==> images/layer_met3.png <==
(10 px per um)
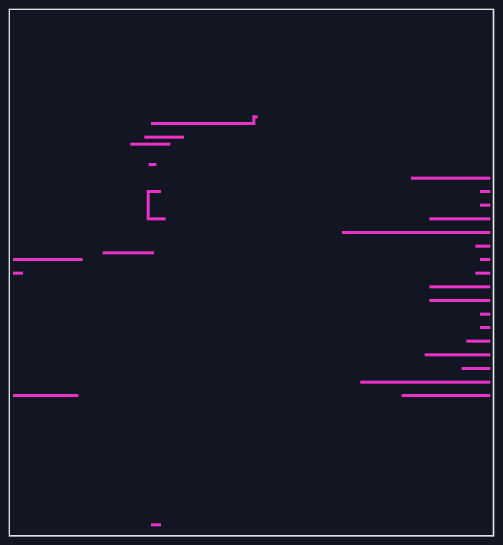
==> images/clocks.png <==
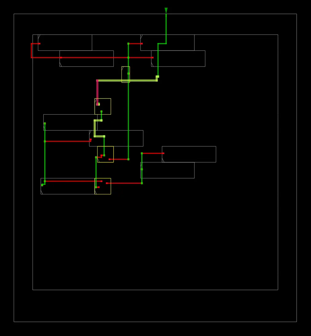
==> images/metal_density.png <==
(8 px per um) 10 x 11 tiles, from black (low) to pale yellow (high), scaled to the fullest tile. Values are wire area over tile area, all layers added.
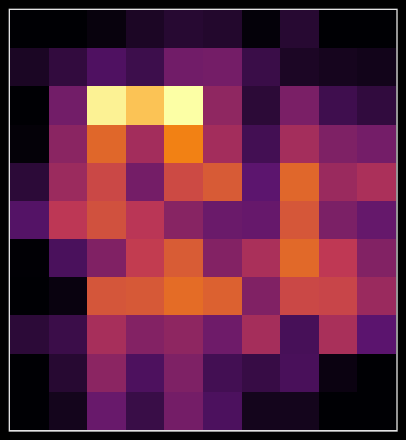
==> images/clk_routes.png <==
(8 px per um)
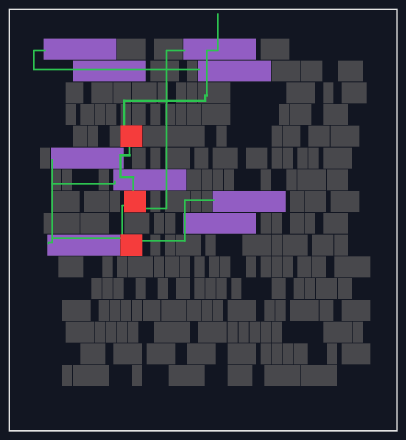
**config.mk**
```make
export PLATFORM = sky130hd
export DESIGN_NAME = mem_hazard_ctrl_flat
export DESIGN_NICKNAME = d
export VERILOG_FILES = /design/src/rtl/mem_hazard_ctrl_if.sv /design/src/rtl/mem_hazard_ctrl.sv /design/src/flat_wrapper.sv
export SDC_FILE = /design/constraint.sdc
export NUM_CORES = 1
export LEC_CHECK = 0
export ABC_AREA = 1
export CORE_ASPECT_RATIO = 1.1
export CORE_MARGIN = 3
export CORE_UTILIZATION = 42
export CTS_CLUSTER_DIAMETER = 30
export DETAILED_ROUTE_END_ITERATION = 12
export PLACE_DENSITY = 0.82
export SLEW_MARGIN = 20
export SYNTH_ARGS = -nofsm -noshare
export SYNTH_HDL_FRONTEND = slang
export SYNTH_SLANG_ARGS = --single-unit
```
**constraint.sdc**
```tcl
create_clock -name clk -period 2.45 [get_ports clk]
set_clock_uncertainty 0.05 [all_clocks]
set_input_delay 0.49 -clock clk [delete_from_list [all_inputs] [get_ports clk]]
set_output_delay 0.49 -clock clk [all_outputs]
set_load 0.005 [all_outputs]
```
**src/rtl/mem_hazard_ctrl_if.sv**
```systemverilog
// mem_hazard_ctrl_if: pipeline fields seen by the hazard controller and the hold/flush/redirect controls it returns.
// Latency: none (wires only).
// Backpressure: o_dmem_req stays high until i_dmem_ack; no other flow control.
// Modports:
//   master - datapath side: drives the EX/MEM, ID/EX and ID fields plus i_dmem_ack, receives the controls
//   slave  - mem_hazard_ctrl: receives the fields, drives every o_* control
interface mem_hazard_ctrl_if #(
  parameter int CNT_W = 8
);
  // EX/MEM pipeline register outputs
  logic             i_MEM_ctrl_MemRead;
  logic             i_MEM_ctrl_MemWrite;
  logic             i_MEM_ctrl_Branch;
  logic             i_MEM_data_Zero;
  logic             i_MEM_data_Overflow;
  // ID/EX load destination
  logic             i_EX_ctrl_MemRead;
  logic [4:0]       i_EX_data_RegAddrW;
  // ID-stage source registers
  logic [4:0]       i_ID_data_RS;
  logic [4:0]       i_ID_data_RT;
  // data memory handshake
  logic             i_dmem_ack;
  logic             o_dmem_req;
  // register holds
  logic             o_PC_hold;
  logic             o_IF_ID_hold;
  logic             o_ID_EX_hold;
  logic             o_EX_MEM_hold;
  // register bubbles
  logic             o_IF_ID_flush;
  logic             o_ID_EX_flush;
  logic             o_EX_MEM_flush;
  logic             o_MEM_WB_flush;
  // redirects and status
  logic             o_PCSrc;
  logic             o_exc_take;
  logic             o_dmem_err;
  logic [CNT_W-1:0] o_exc_count;

  modport master (
    output i_MEM_ctrl_MemRead, i_MEM_ctrl_MemWrite, i_MEM_ctrl_Branch,
           i_MEM_data_Zero, i_MEM_data_Overflow,
           i_EX_ctrl_MemRead, i_EX_data_RegAddrW,
           i_ID_data_RS, i_ID_data_RT, i_dmem_ack,
    input  o_dmem_req,
           o_PC_hold, o_IF_ID_hold, o_ID_EX_hold, o_EX_MEM_hold,
           o_IF_ID_flush, o_ID_EX_flush, o_EX_MEM_flush, o_MEM_WB_flush,
           o_PCSrc, o_exc_take, o_dmem_err, o_exc_count
  );

  modport slave (
    input  i_MEM_ctrl_MemRead, i_MEM_ctrl_MemWrite, i_MEM_ctrl_Branch,
           i_MEM_data_Zero, i_MEM_data_Overflow,
           i_EX_ctrl_MemRead, i_EX_data_RegAddrW,
           i_ID_data_RS, i_ID_data_RT, i_dmem_ack,
    output o_dmem_req,
           o_PC_hold, o_IF_ID_hold, o_ID_EX_hold, o_EX_MEM_hold,
           o_IF_ID_flush, o_ID_EX_flush, o_EX_MEM_flush, o_MEM_WB_flush,
           o_PCSrc, o_exc_take, o_dmem_err, o_exc_count
  );
endinterface

```
**src/rtl/mem_hazard_ctrl.sv**
```systemverilog
// mem_hazard_ctrl: sole stall/flush source for the 5-stage MIPS pipeline (exception, branch, dmem wait, load-use).
// Latency: controls are combinational from inputs and state; only state, wait counter and o_exc_count are registered.
// Backpressure: an unacknowledged dmem access freezes PC..EX/MEM and bubbles MEM/WB until i_dmem_ack.
// Ports: clk, rst (async active-high), bus (mem_hazard_ctrl_if.slave: pipeline fields in, hold/flush/redirect out).
// Optional macro MEM_HAZARD_CTRL_TIMEOUT_EN adds a watchdog that aborts a wait after TIMEOUT cycles (o_dmem_err).
module mem_hazard_ctrl #(
  parameter int TIMEOUT = 255,
  parameter int CNT_W   = 8
) (
  input  logic             clk,
  input  logic             rst,
  mem_hazard_ctrl_if.slave bus
);

  typedef enum logic {
    RUN      = 1'b0,
    MEM_WAIT = 1'b1
  } state_t;

  localparam logic [CNT_W-1:0] CNT_ONE = CNT_W'(1);

  state_t           state;
  state_t           state_nxt;
  logic [CNT_W-1:0] exc_cnt;

  logic access;
  logic taken;
  logic load_use;
  logic timeout_hit;

  logic dmem_req;
  logic pc_hold;
  logic if_id_hold;
  logic id_ex_hold;
  logic ex_mem_hold;
  logic if_id_flush;
  logic id_ex_flush;
  logic ex_mem_flush;
  logic mem_wb_flush;
  logic pc_src;
  logic exc_take;
  logic dmem_err;

  // An overflowing instruction never reaches memory, even when it is a load/store.
  assign access = (bus.i_MEM_ctrl_MemRead | bus.i_MEM_ctrl_MemWrite) & ~bus.i_MEM_data_Overflow;
  assign taken  = bus.i_MEM_ctrl_Branch & bus.i_MEM_data_Zero;

  // $0 is never a real dependency, so a load targeting it never interlocks.
  assign load_use = bus.i_EX_ctrl_MemRead
                  & (bus.i_EX_data_RegAddrW != 5'd0)
                  & ((bus.i_EX_data_RegAddrW == bus.i_ID_data_RS) |
                     (bus.i_EX_data_RegAddrW == bus.i_ID_data_RT));

`ifdef MEM_HAZARD_CTRL_TIMEOUT_EN
  localparam logic [8:0] TO_LIM = 9'(TIMEOUT);

  // wait_cnt counts completed MEM_WAIT cycles without ack; the watchdog
  // fires in the cycle whose miss would bring that count to TIMEOUT, so
  // with TIMEOUT=N the abort lands on the (N+1)-th request cycle.
  logic [7:0] wait_cnt;

  assign timeout_hit = (state == MEM_WAIT) && !bus.i_dmem_ack &&
                       (({1'b0, wait_cnt} + 9'd1) == TO_LIM);

  always_ff @(posedge clk or posedge rst) begin
    if (rst) begin
      wait_cnt <= 8'd0;
    end else if (state == RUN && state_nxt == MEM_WAIT) begin
      wait_cnt <= 8'd0;
    end else if (state == MEM_WAIT && !bus.i_dmem_ack) begin
      wait_cnt <= wait_cnt + 8'd1;
    end
  end
`else
  // Watchdog compiled out: TIMEOUT < 0 is never true, so a wait lasts until ack.
  assign timeout_hit = (TIMEOUT < 0);
`endif

  always_comb begin
    state_nxt    = state;
    dmem_req     = 1'b0;
    pc_hold      = 1'b0;
    if_id_hold   = 1'b0;
    id_ex_hold   = 1'b0;
    ex_mem_hold  = 1'b0;
    if_id_flush  = 1'b0;
    id_ex_flush  = 1'b0;
    ex_mem_flush = 1'b0;
    mem_wb_flush = 1'b0;
    pc_src       = 1'b0;
    exc_take     = 1'b0;
    dmem_err     = 1'b0;

    unique case (state)
      RUN: begin
        if (bus.i_MEM_data_Overflow) begin
          // Bubble everything including MEM/WB so the faulting op never writes back.
          exc_take     = 1'b1;
          if_id_flush  = 1'b1;
          id_ex_flush  = 1'b1;
          ex_mem_flush = 1'b1;
          mem_wb_flush = 1'b1;
        end else if (taken) begin
          pc_src       = 1'b1;
          if_id_flush  = 1'b1;
          id_ex_flush  = 1'b1;
          ex_mem_flush = 1'b1;
        end else if (access && !bus.i_dmem_ack) begin
          dmem_req     = 1'b1;
          pc_hold      = 1'b1;
          if_id_hold   = 1'b1;
          id_ex_hold   = 1'b1;
          ex_mem_hold  = 1'b1;
          mem_wb_flush = 1'b1;
          state_nxt    = MEM_WAIT;
        end else begin
          // A zero-wait access does not stall, so a load-use hazard
          // behind it must still interlock in the same cycle.
          dmem_req = access;
          if (load_use) begin
            pc_hold     = 1'b1;
            if_id_hold  = 1'b1;
            id_ex_flush = 1'b1;
          end
        end
      end

      MEM_WAIT: begin
        if (bus.i_dmem_ack) begin
          // Ack beats the watchdog: the access completes normally.
          dmem_req  = 1'b1;
          state_nxt = RUN;
        end else if (timeout_hit) begin
          // Abort: request drops, the stuck access is squashed like an exception.
          dmem_err     = 1'b1;
          exc_take     = 1'b1;
          if_id_flush  = 1'b1;
          id_ex_flush  = 1'b1;
          ex_mem_flush = 1'b1;
          mem_wb_flush = 1'b1;
          state_nxt    = RUN;
        end else begin
          dmem_req     = 1'b1;
          pc_hold      = 1'b1;
          if_id_hold   = 1'b1;
          id_ex_hold   = 1'b1;
          ex_mem_hold  = 1'b1;
          mem_wb_flush = 1'b1;
        end
      end

      default: begin
        state_nxt = RUN;
      end
    endcase
  end

  always_ff @(posedge clk or posedge rst) begin
    if (rst) begin
      state   <= RUN;
      exc_cnt <= '0;
    end else begin
      state <= state_nxt;
      if (exc_take && (exc_cnt != '1)) begin
        exc_cnt <= exc_cnt + CNT_ONE;
      end
    end
  end

  // Reset forces every combinational control low so the datapath sees
  // no request or redirect while rst is high, independent of the clock.
  assign bus.o_dmem_req     = dmem_req     & ~rst;
  assign bus.o_PC_hold      = pc_hold      & ~rst;
  assign bus.o_IF_ID_hold   = if_id_hold   & ~rst;
  assign bus.o_ID_EX_hold   = id_ex_hold   & ~rst;
  assign bus.o_EX_MEM_hold  = ex_mem_hold  & ~rst;
  assign bus.o_IF_ID_flush  = if_id_flush  & ~rst;
  assign bus.o_ID_EX_flush  = id_ex_flush  & ~rst;
  assign bus.o_EX_MEM_flush = ex_mem_flush & ~rst;
  assign bus.o_MEM_WB_flush = mem_wb_flush & ~rst;
  assign bus.o_PCSrc        = pc_src       & ~rst;
  assign bus.o_exc_take     = exc_take     & ~rst;
  assign bus.o_dmem_err     = dmem_err     & ~rst;
  assign bus.o_exc_count    = exc_cnt;

  // A register is either held or bubbled, never both.
  a_if_id_excl:  assert property (@(posedge clk) disable iff (rst)
                   !(bus.o_IF_ID_hold && bus.o_IF_ID_flush));
  a_id_ex_excl:  assert property (@(posedge clk) disable iff (rst)
                   !(bus.o_ID_EX_hold && bus.o_ID_EX_flush));
  a_ex_mem_excl: assert property (@(posedge clk) disable iff (rst)
                   !(bus.o_EX_MEM_hold && bus.o_EX_MEM_flush));

endmodule

```
**src/flat_wrapper.sv**
```systemverilog
// flat-port wrapper written by rule: the top's interface ports become plain ports
module mem_hazard_ctrl_flat 
#(
  parameter int TIMEOUT = 255,
  parameter int CNT_W   = 8
)
  (clk, rst, bus_i_MEM_ctrl_MemRead, bus_i_MEM_ctrl_MemWrite, bus_i_MEM_ctrl_Branch, bus_i_MEM_data_Zero, bus_i_MEM_data_Overflow, bus_i_EX_ctrl_MemRead, bus_i_EX_data_RegAddrW, bus_i_ID_data_RS, bus_i_ID_data_RT, bus_i_dmem_ack, bus_o_dmem_req, bus_o_PC_hold, bus_o_IF_ID_hold, bus_o_ID_EX_hold, bus_o_EX_MEM_hold, bus_o_IF_ID_flush, bus_o_ID_EX_flush, bus_o_EX_MEM_flush, bus_o_MEM_WB_flush, bus_o_PCSrc, bus_o_exc_take, bus_o_dmem_err, bus_o_exc_count);
  mem_hazard_ctrl_if #(.CNT_W(CNT_W)) bus_i ();
  input  logic clk;
  input  logic rst;
  input wire logic [$bits(bus_i.i_MEM_ctrl_MemRead)-1:0] bus_i_MEM_ctrl_MemRead;
  input wire logic [$bits(bus_i.i_MEM_ctrl_MemWrite)-1:0] bus_i_MEM_ctrl_MemWrite;
  input wire logic [$bits(bus_i.i_MEM_ctrl_Branch)-1:0] bus_i_MEM_ctrl_Branch;
  input wire logic [$bits(bus_i.i_MEM_data_Zero)-1:0] bus_i_MEM_data_Zero;
  input wire logic [$bits(bus_i.i_MEM_data_Overflow)-1:0] bus_i_MEM_data_Overflow;
  input wire logic [$bits(bus_i.i_EX_ctrl_MemRead)-1:0] bus_i_EX_ctrl_MemRead;
  input wire logic [$bits(bus_i.i_EX_data_RegAddrW)-1:0] bus_i_EX_data_RegAddrW;
  input wire logic [$bits(bus_i.i_ID_data_RS)-1:0] bus_i_ID_data_RS;
  input wire logic [$bits(bus_i.i_ID_data_RT)-1:0] bus_i_ID_data_RT;
  input wire logic [$bits(bus_i.i_dmem_ack)-1:0] bus_i_dmem_ack;
  output wire logic [$bits(bus_i.o_dmem_req)-1:0] bus_o_dmem_req;
  output wire logic [$bits(bus_i.o_PC_hold)-1:0] bus_o_PC_hold;
  output wire logic [$bits(bus_i.o_IF_ID_hold)-1:0] bus_o_IF_ID_hold;
  output wire logic [$bits(bus_i.o_ID_EX_hold)-1:0] bus_o_ID_EX_hold;
  output wire logic [$bits(bus_i.o_EX_MEM_hold)-1:0] bus_o_EX_MEM_hold;
  output wire logic [$bits(bus_i.o_IF_ID_flush)-1:0] bus_o_IF_ID_flush;
  output wire logic [$bits(bus_i.o_ID_EX_flush)-1:0] bus_o_ID_EX_flush;
  output wire logic [$bits(bus_i.o_EX_MEM_flush)-1:0] bus_o_EX_MEM_flush;
  output wire logic [$bits(bus_i.o_MEM_WB_flush)-1:0] bus_o_MEM_WB_flush;
  output wire logic [$bits(bus_i.o_PCSrc)-1:0] bus_o_PCSrc;
  output wire logic [$bits(bus_i.o_exc_take)-1:0] bus_o_exc_take;
  output wire logic [$bits(bus_i.o_dmem_err)-1:0] bus_o_dmem_err;
  output wire logic [$bits(bus_i.o_exc_count)-1:0] bus_o_exc_count;
  assign bus_i.i_MEM_ctrl_MemRead = bus_i_MEM_ctrl_MemRead;
  assign bus_i.i_MEM_ctrl_MemWrite = bus_i_MEM_ctrl_MemWrite;
  assign bus_i.i_MEM_ctrl_Branch = bus_i_MEM_ctrl_Branch;
  assign bus_i.i_MEM_data_Zero = bus_i_MEM_data_Zero;
  assign bus_i.i_MEM_data_Overflow = bus_i_MEM_data_Overflow;
  assign bus_i.i_EX_ctrl_MemRead = bus_i_EX_ctrl_MemRead;
  assign bus_i.i_EX_data_RegAddrW = bus_i_EX_data_RegAddrW;
  assign bus_i.i_ID_data_RS = bus_i_ID_data_RS;
  assign bus_i.i_ID_data_RT = bus_i_ID_data_RT;
  assign bus_i.i_dmem_ack = bus_i_dmem_ack;
  assign bus_o_dmem_req = bus_i.o_dmem_req;
  assign bus_o_PC_hold = bus_i.o_PC_hold;
  assign bus_o_IF_ID_hold = bus_i.o_IF_ID_hold;
  assign bus_o_ID_EX_hold = bus_i.o_ID_EX_hold;
  assign bus_o_EX_MEM_hold = bus_i.o_EX_MEM_hold;
  assign bus_o_IF_ID_flush = bus_i.o_IF_ID_flush;
  assign bus_o_ID_EX_flush = bus_i.o_ID_EX_flush;
  assign bus_o_EX_MEM_flush = bus_i.o_EX_MEM_flush;
  assign bus_o_MEM_WB_flush = bus_i.o_MEM_WB_flush;
  assign bus_o_PCSrc = bus_i.o_PCSrc;
  assign bus_o_exc_take = bus_i.o_exc_take;
  assign bus_o_dmem_err = bus_i.o_dmem_err;
  assign bus_o_exc_count = bus_i.o_exc_count;
  mem_hazard_ctrl #(.TIMEOUT(TIMEOUT), .CNT_W(CNT_W)) u_core (.clk(clk), .rst(rst), .bus(bus_i));
endmodule
```
==> run_results.csv <==
group,metric,value,unit
outcome,outcome,"complete, no violations",
place,placed_cell_area,0.00130,mm^2
pwr,powerDensity,540,mW/mm^2
worst_setup_path,worst-path-max-fanout,4,
worst_setup_path,regToRegEndpoint,"u_core.bus.o_exc_count[3]",
final_timing,report.final.slew_viol_count,0,
synth,syn-num-nets,161,
clock_network,clockRootBuffer,"sky130_fd_sc_hd__clkbuf_4",
final_timing,fmax,423,MHz
place,dp_hpwl,1.85,mm
worst_setup_path,r2r_setup_slack,0.87,ns
synth,netlist_area,826,um^2
routing,antenna_left,0,
worst_setup_path,crit_required,1.91,ns
layout,post-route-util,73.4,%
synth,ys_ff,9,
pwr,power.ir.vdd_worst,0.000523,V
global_routing,grt_pass1_wl,3.46,mm
synth,synthTopCellsByCount,"47 x sky130_fd_sc_hd__nand2_1, 27 x sky130_fd_sc_hd__inv_1, 14 x sky130_fd_sc_hd__nor2_1",
routing,drt_iter0_drc,12,
synth,yosysTopAreaCell,"sky130_fd_sc_hd__dfrtp_1",
place,place.port_buffers,42,
routing,firstDrtPassIters,4,
routing,drt-vias-per-instance,4.50,
synth,synth_cell_types,22,
layout,layout.nets,212,
synth,ffs_w_async_s_r_synth,100,%
hold_path,hp-start,"u_core.bus.o_exc_count[5]",
floorplan,core,0.00182,mm^2
hold_path,min-delay-path-class,"reg -> reg",
hold_path,hold_end,"u_core.bus.o_exc_count[5]",
place,place_inst,208,
synth,synth.most_common_cell,"sky130_fd_sc_hd__nand2_1",
synth,ys_dominant_reg_cell,"sky130_fd_sc_hd__dfrtp_1",
final_timing,fin_worst_hold_slack,0.466,ns
worst_setup_path,worst-setup-path-type,"in -> out",
final_timing,min_period_over_period,96.4,%
final_timing,timing.final.crit_period,2.36,ns
final_timing,finalHoldViolations,0,
global_routing,grt_start_max_net_pins,10,
layout,final_cell_area,0.00134,mm^2
worst_setup_path,critical_path_buf_inv_count,3,
synth,synth.avg_cell_area,6.07,um^2
layout,drive_above_1_share,12.9,%
synth,ys_seq_share,27.3,%
floorplan,dieArea,0.00253,mm^2
synth,topCellsByArea,"sky130_fd_sc_hd__dfrtp_1 27%, sky130_fd_sc_hd__nand2_1 21%, sky130_fd_sc_hd__inv_1 12%",
synth,edf_count,0,
global_routing,grt_pass1_vias,891,
global_routing,antenna_found_initial,0,
clock_network,htree_num_levels,1,
job,stage_log_warnings,26,
worst_setup_path,timing.critical_path.slowest_cell_delay,0.50,ns
floorplan,floorplanUtilization,45.3,%
layout,antenna_cells,0,
layout,stdcell_count,213,
synth,yosysWarningCount,0,
worst_setup_path,critical_path.endpoint_type,"output port",
worst_setup_path,critPathMostFrequentCell,"sky130_fd_sc_hd__clkdlybuf4s50_1",
synth,yosys_cells,136,
place,pre_cts_slack,-0.379,ns
final_timing,setup_ws,0.0885,ns
worst_setup_path,critical_path.reg2reg.startpoint,"u_core.bus.o_exc_count[0]",
floorplan,die_y_extent,52.5,um
floorplan,die_width,48.3,um
clock_network,cts_tree,"yes",
pwr,leakage,0.794,nW
clock_network,post_cts_hold_buffer_count,0,
worst_setup_path,cp_cell_sequence,"clkdlybuf4s50_1 -> nor2_2 -> inv_1 -> nor2_1 -> clkdlybuf4s50_1",
job,max_cap_viol_count,0,
clock_network,clk_pin_slew,0.06,ns
layout,layout-area-overhead-vs-synth,61.8,%
worst_setup_path,worst_r2r_path_depth,8,
layout,final.fill_count,155,
final_timing,finalSetupViolCount,0,
synth,yosysChipArea,826,um^2
routing,drt_drc_violations_left,0,
synth,post-synth-top-area-fraction,27.3,%
hold_path,hold_depth,2,
worst_setup_path,critical-path-top-delay-family,"buffers and inverters",
worst_setup_path,crit_path_start_kind,"input port",
floorplan,floorplan.io_pins,44,
place,routabilityCongestion,0.818,
clock_network,clockBufferDepth,2,
final_timing,finalSetupTns,0,ns
global_routing,total_grt_overflow,0,
synth,syn_inst,136,
floorplan,num_rows,16,
pwr,total_power,0.722,mW
worst_setup_path,cp_slowest_cell,"sky130_fd_sc_hd__clkdlybuf4s50_1",
worst_setup_path,worstPathArrival,1.82,ns
Back to the opening pictures, layer_met3.png:
25 nets have wire on it. The layer holds 5.3% of the routed length. The longest straight run is 14.5 um. The layer carries 121 um of wire.
final wirelength: 2.28 mm
met3 layer usage reported by global route: 1.72%
number of vias in the routed layout: 959

Back to the opening pictures, clocks.png:
clock buffer count in the final layout: 4
final sequential cell count: 9
Clk power: 0.115 mW
total clock sinks: 9
clock buffer count from CTS: 3

Back to the opening pictures, metal_density.png:
The mean over all tiles is 0.14. 19% of the tiles are over half the peak. 13% of the tiles are nearly empty. The emptiest ninth of the die: upper right. The fullest tile reaches 0.48.
All-Layer GR Usage: 18.7%
Wirelength per Cell: 10.7 um

Back to the opening pictures, clk_routes.png:
Purple stands for flip-flops, count 9. Green stands for clock wires, length 138 um. Red stands for clock drivers, count 3.
There are 4 routed clock nets.
insertion delay of the later-clocked pin in the worst-skew pair: 0.26 ns
clock network fraction of design power: 16.0%

sequential cells by signal, summed over array words and instances, names as in the netlist:
signal                  flops
u_core.state                1
u_core.bus.o_exc_count      8
routing by layer:
metal	part of all wire (%)	routed length, um	GRT usage (%)
met1	37	852	19.4
met2	56	1280	37.2
met3	5.3	120	1.72
met4	1.4	31	4.04
met5	0	0	0
cell usage in the layout, fill, tap and decap left out, types with 2 or more instances in the layout:
cell type | netlist | layout
sky130_fd_sc_hd__nor3_1 | 4 | 3
sky130_fd_sc_hd__nand2_1 | 47 | 47
sky130_fd_sc_hd__dlymetal6s2s_1 | 0 | 6
sky130_fd_sc_hd__inv_2 | 1 | 2
sky130_fd_sc_hd__buf_4 | 4 | 8
sky130_fd_sc_hd__o21ai_1 | 1 | 4
sky130_fd_sc_hd__a21oi_1 | 3 | 2
sky130_fd_sc_hd__inv_1 | 27 | 26
sky130_fd_sc_hd__xnor2_1 | 4 | 4
sky130_fd_sc_hd__xor2_1 | 3 | 3
sky130_fd_sc_hd__dlygate4sd2_1 | 0 | 9
sky130_fd_sc_hd__buf_2 | 0 | 2
sky130_fd_sc_hd__nor2_1 | 14 | 13
sky130_fd_sc_hd__clkdlybuf4s50_1 | 0 | 24
sky130_fd_sc_hd__nand3_1 | 4 | 4
sky130_fd_sc_hd__o21ai_0 | 6 | 3
sky130_fd_sc_hd__dfrtp_1 | 9 | 9
sky130_fd_sc_hd__clkbuf_4 | 0 | 3
logic make-up (layout without fill, tap and decap cells):
family	count (synthesis)	count (layout)	share of synthesized area (%)
compound gates	10	10	6.06
xor+xnor	7	7	7.42
fa+ha+maj	1	1	1.51
buf+inv	33	83	17.1
flops	9	9	27.3
other cells	1	1	0.454
simple gates	75	75	40.2
area by class of cell:
type	count	area, um^2	share of cell area (%)
Multi-Input combinational cell	94	470	35.2
Timing Repair Buffer	50	469	35.1
Sequential cell	9	225	16.9
Inverter	29	111	8.33
Tap cell	27	33.8	2.53
Clock buffer	4	26.3	1.97
worst reg2reg max path, delay by kind of cell, from the launching register on:
kind / cells / cell delay (ns)
simple gates: 5 / 0.68
flops: 1 / 0.40
fa+ha+maj: 1 / 0.19
buf+inv: 2 / 0.16
power breakdown:
part | internal [mW] | switching, mW | leakage [nW] | total, mW
clock network | 0.0628 | 0.0526 | 0.0150 | 0.115
registers | 0.196 | 0.0519 | 0.112 | 0.248
logic | 0.193 | 0.166 | 0.667 | 0.359
total | 0.452 | 0.270 | 0.794 | 0.722
timing repair:
item | in CTS | in global routing
setup buffers | 1 | 0
pin swaps | 1 | 3
resized | 20 | 13
endpoints found under the setup margin | 7 | 7
how the worst max path moves through the flow:
stage | start | end | slack (ns) | cells past startpoint
6_report | rst | bus_o_exc_take | 0.09 | 5
5_1_grt | rst | bus_o_exc_take | -0.0002 | 5
4_1_cts | bus_i_ID_data_RS[4] | bus_o_IF_ID_hold | 0.02 | 12
3_5_place_dp | bus_i_EX_data_RegAddrW[4] | bus_o_IF_ID_hold | -0.38 | 12
3_3_place_gp | bus_i_EX_data_RegAddrW[4] | bus_o_PC_hold | -0.33 | 12
2_1_floorplan | bus_i_EX_data_RegAddrW[1] | bus_o_PC_hold | 0.63 | 11
Power and IR drop assume default switching activity.
